--- config.mk ---
export PLATFORM = sky130hd
export DESIGN_NAME = error_frame_tx
export DESIGN_NICKNAME = d
export VERILOG_FILES = /design/src/rtl/error_frame_tx.sv
export SDC_FILE = /design/constraint.sdc
export NUM_CORES = 1
export LEC_CHECK = 0
export ABC_AREA = 1
export CORE_MARGIN = 5
export CORE_UTILIZATION = 49
export DETAILED_ROUTE_END_ITERATION = 8
export PLACE_DENSITY = 0.74
export SYNTH_ARGS = -nofsm -noshare
export SYNTH_HDL_FRONTEND = slang
export SYNTH_SLANG_ARGS = --single-unit
--- constraint.sdc ---
create_clock -name SP -period 1.45 [get_ports SP]
set_input_delay 0.29 -clock SP [delete_from_list [all_inputs] [get_ports SP]]
set_output_delay 0.29 -clock SP [all_outputs]
set_load 0.01 [all_outputs]
--- src/rtl/error_frame_tx.sv ---
// CAN error-frame transmitter: drives error/overload flag, echo wait, delimiter
// and intermission onto TX, one state step per bit time on the sample-point clock.
module error_frame_tx #(
  parameter int unsigned FLAG_LEN  = 6,
  parameter int unsigned DELIM_LEN = 8,
  parameter int unsigned IFS_LEN   = 3,
  parameter int unsigned WAIT_MAX  = 14
) (
  input  logic SP,
  input  logic reset,
  input  logic ERROR,
  input  logic RX,
  input  logic err_passive,
  output logic TX,
  output logic busy,
  output logic flag_active,
  output logic done,
  output logic ovl_start,
  output logic dom_overrun,
  output logic delim_err
);

  localparam int unsigned CNT_W   = 4;
  localparam int unsigned CNT_MAX = 15;

  // Counts must fit the 4-bit bit counter; delimiter needs room for the WAIT bit.
  if (FLAG_LEN < 1 || FLAG_LEN > CNT_MAX || DELIM_LEN < 2 || DELIM_LEN > CNT_MAX ||
      IFS_LEN < 1 || IFS_LEN > CNT_MAX || WAIT_MAX < 1 || WAIT_MAX > CNT_MAX) begin : g_bad_params
    $error("error_frame_tx: parameter out of range 1..15 (DELIM_LEN 2..15)");
  end

  typedef enum logic [2:0] {
    IDLE  = 3'd0,
    FLAG  = 3'd1,
    WAIT  = 3'd2,
    DELIM = 3'd3,
    IFS   = 3'd4
  } state_t;

  state_t           state, state_n;
  logic [CNT_W-1:0] cnt, cnt_n, cnt_inc, flag_run;
  logic             mode, mode_n;
  logic             prev_rx;
  logic             tx_n, done_n, ovl_n, overrun_n, delim_err_n;

  // Next-state, counter and pulse decode.
  always_comb begin
    state_n     = state;
    cnt_n       = cnt;
    mode_n      = mode;
    done_n      = 1'b0;
    ovl_n       = 1'b0;
    overrun_n   = 1'b0;
    delim_err_n = 1'b0;
    cnt_inc     = cnt + CNT_W'(1);
    // Passive flag: run length of equal RX samples; the first sample opens a run.
    flag_run    = (cnt == '0 || RX != prev_rx) ? CNT_W'(1) : cnt_inc;

    case (state)
      IDLE: begin
        if (ERROR) begin
          state_n = FLAG;
          cnt_n   = '0;
          mode_n  = err_passive;
        end
      end

      FLAG: begin
        if ((mode ? flag_run : cnt_inc) == CNT_W'(FLAG_LEN)) begin
          state_n = WAIT;
          cnt_n   = '0;
        end else begin
          cnt_n = mode ? flag_run : cnt_inc;
        end
      end

      WAIT: begin
        if (RX) begin
          // This recessive bit is already delimiter bit 1.
          state_n = DELIM;
          cnt_n   = CNT_W'(1);
        end else if (cnt_inc == CNT_W'(WAIT_MAX)) begin
          overrun_n = 1'b1;
          cnt_n     = '0;
        end else begin
          cnt_n = cnt_inc;
        end
      end

      DELIM: begin
        if (!RX) begin
          delim_err_n = 1'b1;
          state_n     = FLAG;
          cnt_n       = '0;
        end else if (cnt_inc == CNT_W'(DELIM_LEN)) begin
          state_n = IFS;
          cnt_n   = '0;
        end else begin
          cnt_n = cnt_inc;
        end
      end

      IFS: begin
        // Dominant on the last IFS bit is a start of frame, not an overload.
        if (cnt_inc == CNT_W'(IFS_LEN)) begin
          done_n  = 1'b1;
          state_n = IDLE;
          cnt_n   = '0;
        end else if (!RX) begin
          ovl_n   = 1'b1;
          state_n = FLAG;
          mode_n  = 1'b0;
          cnt_n   = '0;
        end else begin
          cnt_n = cnt_inc;
        end
      end

      default: begin
        state_n = IDLE;
        cnt_n   = '0;
      end
    endcase

    tx_n = !(state_n == FLAG && !mode_n);
  end

  // State and registered outputs.
  always_ff @(posedge SP) begin
    if (reset) begin
      state       <= IDLE;
      cnt         <= '0;
      mode        <= 1'b0;
      prev_rx     <= 1'b1;
      TX          <= 1'b1;
      busy        <= 1'b0;
      flag_active <= 1'b0;
      done        <= 1'b0;
      ovl_start   <= 1'b0;
      dom_overrun <= 1'b0;
      delim_err   <= 1'b0;
    end else begin
      state       <= state_n;
      cnt         <= cnt_n;
      mode        <= mode_n;
      prev_rx     <= RX;
      TX          <= tx_n;
      busy        <= (state_n != IDLE);
      flag_active <= (state_n == FLAG);
      done        <= done_n;
      ovl_start   <= ovl_n;
      dom_overrun <= overrun_n;
      delim_err   <= delim_err_n;
    end
  end

endmodule

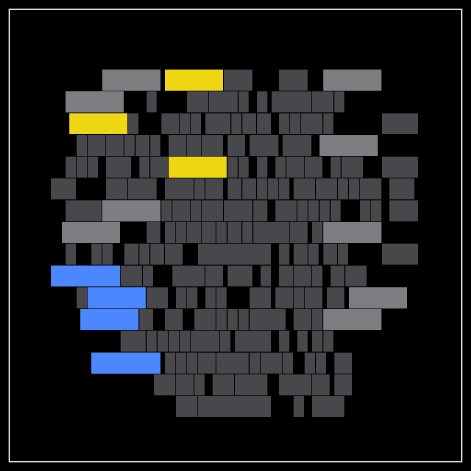
(run_1/ff_map.png)
Scale: 8 px per um.
signal	color	sequential cells
state	yellow	3
cnt	blue	4

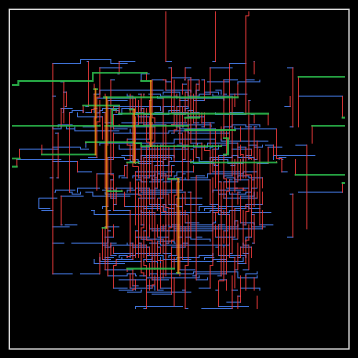
(run_1/layers.png)
Scale: 6 px per um.
layer	color	wire length
M2	red	1270 um
M3	green	210 um
M1	blue	1120 um
M4	orange	68.0 um

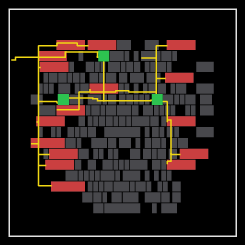
(run_1/clock_wires.png)
Scale: 4 px per um.
[flip-flops] red | count: 16
[clock-net drivers] green | count: 3
[clock wires] yellow | length: 205 um
routed clock nets	4

run 1: worst max-delay path: cells and delay by family (launching register included):
kind,cells,cell delay (ns)
buf+inv,1,0.04
simple gates,10,0.77
flops,1,0.39
fa+ha+maj,1,0.15
run 1: cells in the mapped netlist:
cell / number / area (sq um)
nand4_1: 7 / 43.8
o21ai_0: 3 / 15.0
inv_4: 1 / 6.26
inv_1: 24 / 90.1
a21oi_2: 1 / 8.76
nor2_2: 2 / 12.5
nor2_1: 17 / 63.8
nand3_2: 5 / 50.1
nor2_4: 2 / 22.5
buf_4: 1 / 7.51
nand2_2: 10 / 62.6
nand3_1: 7 / 35.0
inv_2: 1 / 3.75
clkinv_1: 1 / 3.75
nand2_4: 2 / 22.5
buf_6: 1 / 11.3
dfxtp_1: 16 / 320
a21oi_1: 9 / 45.0
nand2_1: 40 / 150
ha_1: 5 / 62.6
nor4_1: 1 / 6.26
o21ai_1: 1 / 5.00
nor3_1: 1 / 5.00
run 1: layer usage:
layer  wire [um]  up-vias  global-route usage
li1            -      557                   -
met1        1120      497               0.193
met2        1270       43               0.295
met3         210       10              0.0596
met4          68        0              0.0407
met5           0        -                   0
run 1: final timing paths:
kind,start,endpoint,slack (ns),depth (start not counted)
worst max-delay path,cnt[1],busy,-0.007,12
worst min-delay path,state[0],delim_err,0.57,2
worst max register to register,cnt[1],busy,-0.007,12
worst min register to register,state[0],delim_err,0.57,2
run 1: per-stage QoR:
stage	power [uW]	std cells	setup TNS [ns]
3_5_place_dp	624	210	-1.46
3_3_place_gp	621	210	-1.06
2_1_floorplan	558	158	0
5_1_grt	974	216	-0.827
4_1_cts	922	215	-0.000488
6_report	924	216	-0.00670
==> GITHUB_STEP_SUMMARY, run 1 <==
### Yosys + OpenROAD results

| Metric | Value |
|---|---|
| Status | finished with violations |
| Failing checks | setup timing |
| Total gr overflow | 0 |
| Nonclk inv count | 27 |
| Clock Network Area Fraction | 0.0257 |
| Clock tree buffer depth | 2 |
| Top cells excl fill/tap | nand2_1, inv_1, nor2_1, buf_4, dfxtp_1 |
| Setup violators final | 1 |
| H-tree Lvls | 1 |
| Flop count | 16 |
| Seq pwr share | 0.508 |
| P_sw | 246 uW |
| Crit path DAT | roughly 1.7 ns |
| Simple Share, Synth | 0.450 |
| Final nets | about 200 |
| Antenna cells | 0 |
| Post-Route Utilization | 0.706 |
| Logic area | around 660 sq um |
| Clk_skew | approximately 0.011 ns |
| Pint | between 600 and 700 uW |
| Sequential fraction of the synthesis area | 0.304 |
| Min cycle time layout | around 1.5 ns |
| Mapped Area | roughly 1100 sq um |
| YS chip area | 1050 sq um |
| Critical Path Start Type | flip-flop |
| Warnings from Yosys | 0 |
| Total CTS buffers | 3 |
| Buffers added on ports | 11 |
| Crit path largest cell delay | ~0.39 ns |
| Worst setup EP type | flip-flop |
| Vias per inst | between 5 and 6 |
| WS Path Type | flip-flop to flip-flop |
| P_clk | 301 uW |
| Setup WS pre-CTS | -0.224 ns |
| Syn avg cell area | roughly 6.7 sq um |
| Cell Type Count | 23 |
| Total track usage | 0.168 |
| FP Util | 0.526 |
| Post-Syn Nets | between 150 and 200 |
| Comb. pwr | around 150 uW |
| Die ar. | 3180 sq um |
| Critical-path cell with the highest stage delay | dfxtp_4 |
| Vias | ~1100 |
| Dominant comb cell | simple AND/OR/NAND/NOR gates |
| Layout cells sized above 1 | 0.307 |
| Drt pass-1 iters | 4 |
| Adder share | 0.0594 |
| Die Wd | 56.4 um |
| Worst skew pair latency | 0.30 ns |
| Io pins | 12 |
| Slew @ Worst Pin | about 0.23 ns |
| Design Area, Final | ~1400 sq um |
| RSZ-0062 raised after global routing | true |
| Comb pwr share | 0.167 |
| PnR worst setup slack | -0.00670 ns |
| Post-synthesis instance total | 158 |
| Power share of the clock group | 0.326 |
| First-pass GRT wire length | roughly 4200 um |
| Core area | 2000 sq um |
| Biggest Area Class | combinational gates |
| Pwr top | registers |
| Initial antenna violation count | 0 |
==> run 1 -> run 2 <==
--- a/config.mk
+++ b/config.mk
@@ -6,7 +6,7 @@
 export NUM_CORES = 1
 export LEC_CHECK = 0
 export ABC_AREA = 1
-export CORE_MARGIN = 5
+export CORE_MARGIN = 2
 export CORE_UTILIZATION = 49
 export DETAILED_ROUTE_END_ITERATION = 8
 export PLACE_DENSITY = 0.74
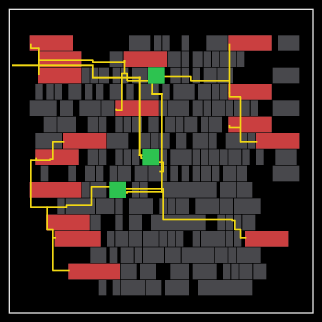
(run_2/clock_wires.png)
Scale: 6 px per um.
[flip-flops] red | count: 16
[clock wires] yellow | length: 222 um
[clock-net drivers] green | count: 3
flops lie	all over the die
P_clk: 306 uW
clk_skew: 0.000437 ns

==> GITHUB_STEP_SUMMARY, run 2 <==
### Yosys + OpenROAD results

| Metric | Value |
|---|---|
| Status | finished with violations |
| Failing checks | setup timing |
| Layout cells sized above 1 | 0.353 |
| Vias per inst | between 5 and 6 |
| GP Congestion | between 0.9 and 1 |
| First-pass GRT wire length | between 4000 and 5000 um |
| Final nets | ~200 |
| Fin crit share | 1.06 |
| Crit Reg-Reg Startpoint | cnt[0] |
| Cell taking the most area after synthesis | dfxtp_1 |
| Setup WS pre-CTS | -0.205 ns |
| PD cells | between 600 and 700 nW/um^2 |
| PnR worst setup slack | -0.0910 ns |
| FF-to-FF End | cnt[1] |
| Antenna viol nets, final | 0 |
| Max VDD drop | between 0.4 and 0.5 mV |
| Main flop type | dfxtp_1 |
| Max FO, Critical Path | 4 |
| CTS Sinks | 16 |
| H-tree Lvls | 1 |
| Remaining DRCs | 0 |
| Final Non-Filler Cells | 214 |
| Worst setup EP type | flip-flop |
| Largest type area fraction | 0.304 |
| Hold Crit Class | flip-flop to flip-flop |
| Vias in the first global route | 1086 |
| Die Wd | between 50 and 60 um |
| # hold bufs at CTS | 0 |
| Routed wire per std cell | about 13 um |
| Slew margin rel. | 0.826 |
| Die y size | approximately 50 um |
| Synth top cell by count | nand2_1 |
| Post-Route Utilization | 0.719 |
| Design Area, Final | ~1400 sq um |
| YS chip area | approximately 1100 sq um |
| CP Buf/Inv Count | 1 |
| Mapped Area | 1050 sq um |
| Worst skew pair latency | 0.29 ns |
| Routed WL | 2760 um |
| Critical Path Start Type | flip-flop |
| Hold Path Sink | delim_err |
| FP Util | 0.526 |
| Crit-path cells | ha_4, inv_2, nand2_2, nand2_4, nor2_4, nand2_2, nand2_2, nand2_1, nor2_1, nand2_1, nand2_1, a21oi_2 |
| Buffers added on ports | 11 |
| Crit path DAT | ~1.7 ns |
| Register with the most flip-flops | cnt |
| Top cell excl fill/tap | nand2_1 |
| Drt pass-1 iters | 5 |
| Total negative slack | -0.173 ns |
| Syn avg cell area | 6.67 sq um |
| Synth top cells by count | nand2_1, inv_1, nor2_1 |
| Total gr overflow | 0 |
| Critical-path cell with the highest stage delay | dfxtp_4 |
| Hold slack | between 0.5 and 0.6 ns |
| Post-Syn Nets | 168 |
| Setup slack, reg-to-reg | -0.09 ns |
| Worst Path Required | around 1.7 ns |
| Sequential fraction of the synthesis area | 0.304 |
| Largest regs | cnt x4, state x3 |
| Min cycle time layout | roughly 1.5 ns |
| Die ar. | around 2500 sq um |
| Flip-flop count of the largest register after layout | 4 |
| Clk slew on worst S/H paths | about 0.10 ns |
| Min-delay src | state[1] |
| Number of cells in Yosys stat | between 150 and 200 |
| Io pins | 12 |
| Vias | around 1100 |
| Post-synthesis instance total | ~160 |
| Leak | around 0.00075 uW |
| Antenna cells | 0 |
| WS Path Type | flip-flop to flip-flop |
| Cell Type Count | 23 |
| Pin count of the biggest net entering global routing | 10 |
| Cell area leaders | dfxtp_1, nand2_1, inv_1 |
| Flip-flops with a built-in enable | 0 |
| Crit path largest cell delay | roughly 0.4 ns |
| Max frequency | ~650 MHz |
| Critical path's top delay family | simple AND/OR/NAND/NOR gates |
| Core Rows | 16 |
| Core area | between 2000 and 2500 sq um |
| Clock Root Buffer | clkbuf_4 |
| RSZ-0062 raised after global routing | true |
| Warnings from Yosys | 0 |
| Clock tree buffer depth | 2 |
| Total CTS buffers | 3 |
| Worst hold path cell count | 2 |
| Total power | 934 uW |
| FF-to-FF path depth | 12 |
| Ys flops | 16 |
| Initial antenna violation count | 0 |
| Dpl cells | between 200 and 250 |
| Slew @ Worst Pin | between 0.2 and 0.3 ns |
| Setup violators final | 4 |
| Max-cap violations | 0 |
| FILL cells | ~150 |
| Fin. Hold Viols | 0 |
| OpenROAD warnings | 32 |
| Placed cell areas | between 1000 and 1500 sq um |
| Total track usage | 0.227 |
| FFs w/ async S/R, synth | 0 |
| Detailed Place HPWL | about 2000 um |
| Synth-to-Final Area Change | 36.6% |
| Top cells excl fill/tap | nand2_1, inv_1, nor2_1, nand2_2, buf_4 |
-- run 2: cell count changes in the layout (fill, tap and decap cells not counted), sizes merged --
| cell | previous run | this run |
|---|---|---|
| clkdlybuf4s50 | 4 | 5 |
| dlygate4sd2 | 3 | 1 |
| dlymetal6s2s | 4 | 5 |
| buf | 18 | 16 |
-- run 2: final cells by class --
class	instances	area, sq um	share of cell area
Multi-Input combinational cell	113	687	0.477
Sequential cell	16	329	0.229
Timing Repair Buffer	27	249	0.173
Inverter	27	104	0.0722
Clock buffer	4	36.3	0.0252
Tap cell	27	33.8	0.0235
-- run 2: report_power, final --
part	leakage, uW	switching (uW)	internal (uW)
clock network	0.0000210	153	153
registers	0.000133	15.6	454
logic	0.000596	87.1	71.0
total	0.000750	256	678
-- run 2: kinds of logic after synthesis --
group,synth area share
compound gates,0.0701
flops,0.304
fa+ha+maj,0.0594
buf+inv,0.116
simple gates,0.450
-- run 2: worst max path at each step --
stage | from | endpoint | slack [ns] | cells past startpoint
after floorplan | cnt[0] | busy | 0.01 | 10
after global placement | RX | busy | -0.15 | 10
after detailed placement | RX | busy | -0.20 | 10
after CTS | cnt[0] | cnt[1] | -0.003 | 12
after global routing | cnt[0] | cnt[1] | -0.16 | 12
final | cnt[0] | cnt[1] | -0.09 | 12
-- run 2: per-layer routing --
metal  vias up  share of wire  GRT usage
met5         -              0          0
met3        11          0.054     0.0476
met4         0          0.032      0.126
met1       530           0.43      0.253
li1        555              -          -
met2        53           0.49      0.399
-- run 2: timing repair --
| action | CTS | global route |
|---|---|---|
| pin swaps | 7 | 2 |
| buffers inserted | 1 | 1 |
| setup endpoints to repair | 9 | 14 |
| cloned | 0 | 0 |
| gates resized | 15 | 18 |
No activity file was given, so power comes from the tool's default toggle rates.
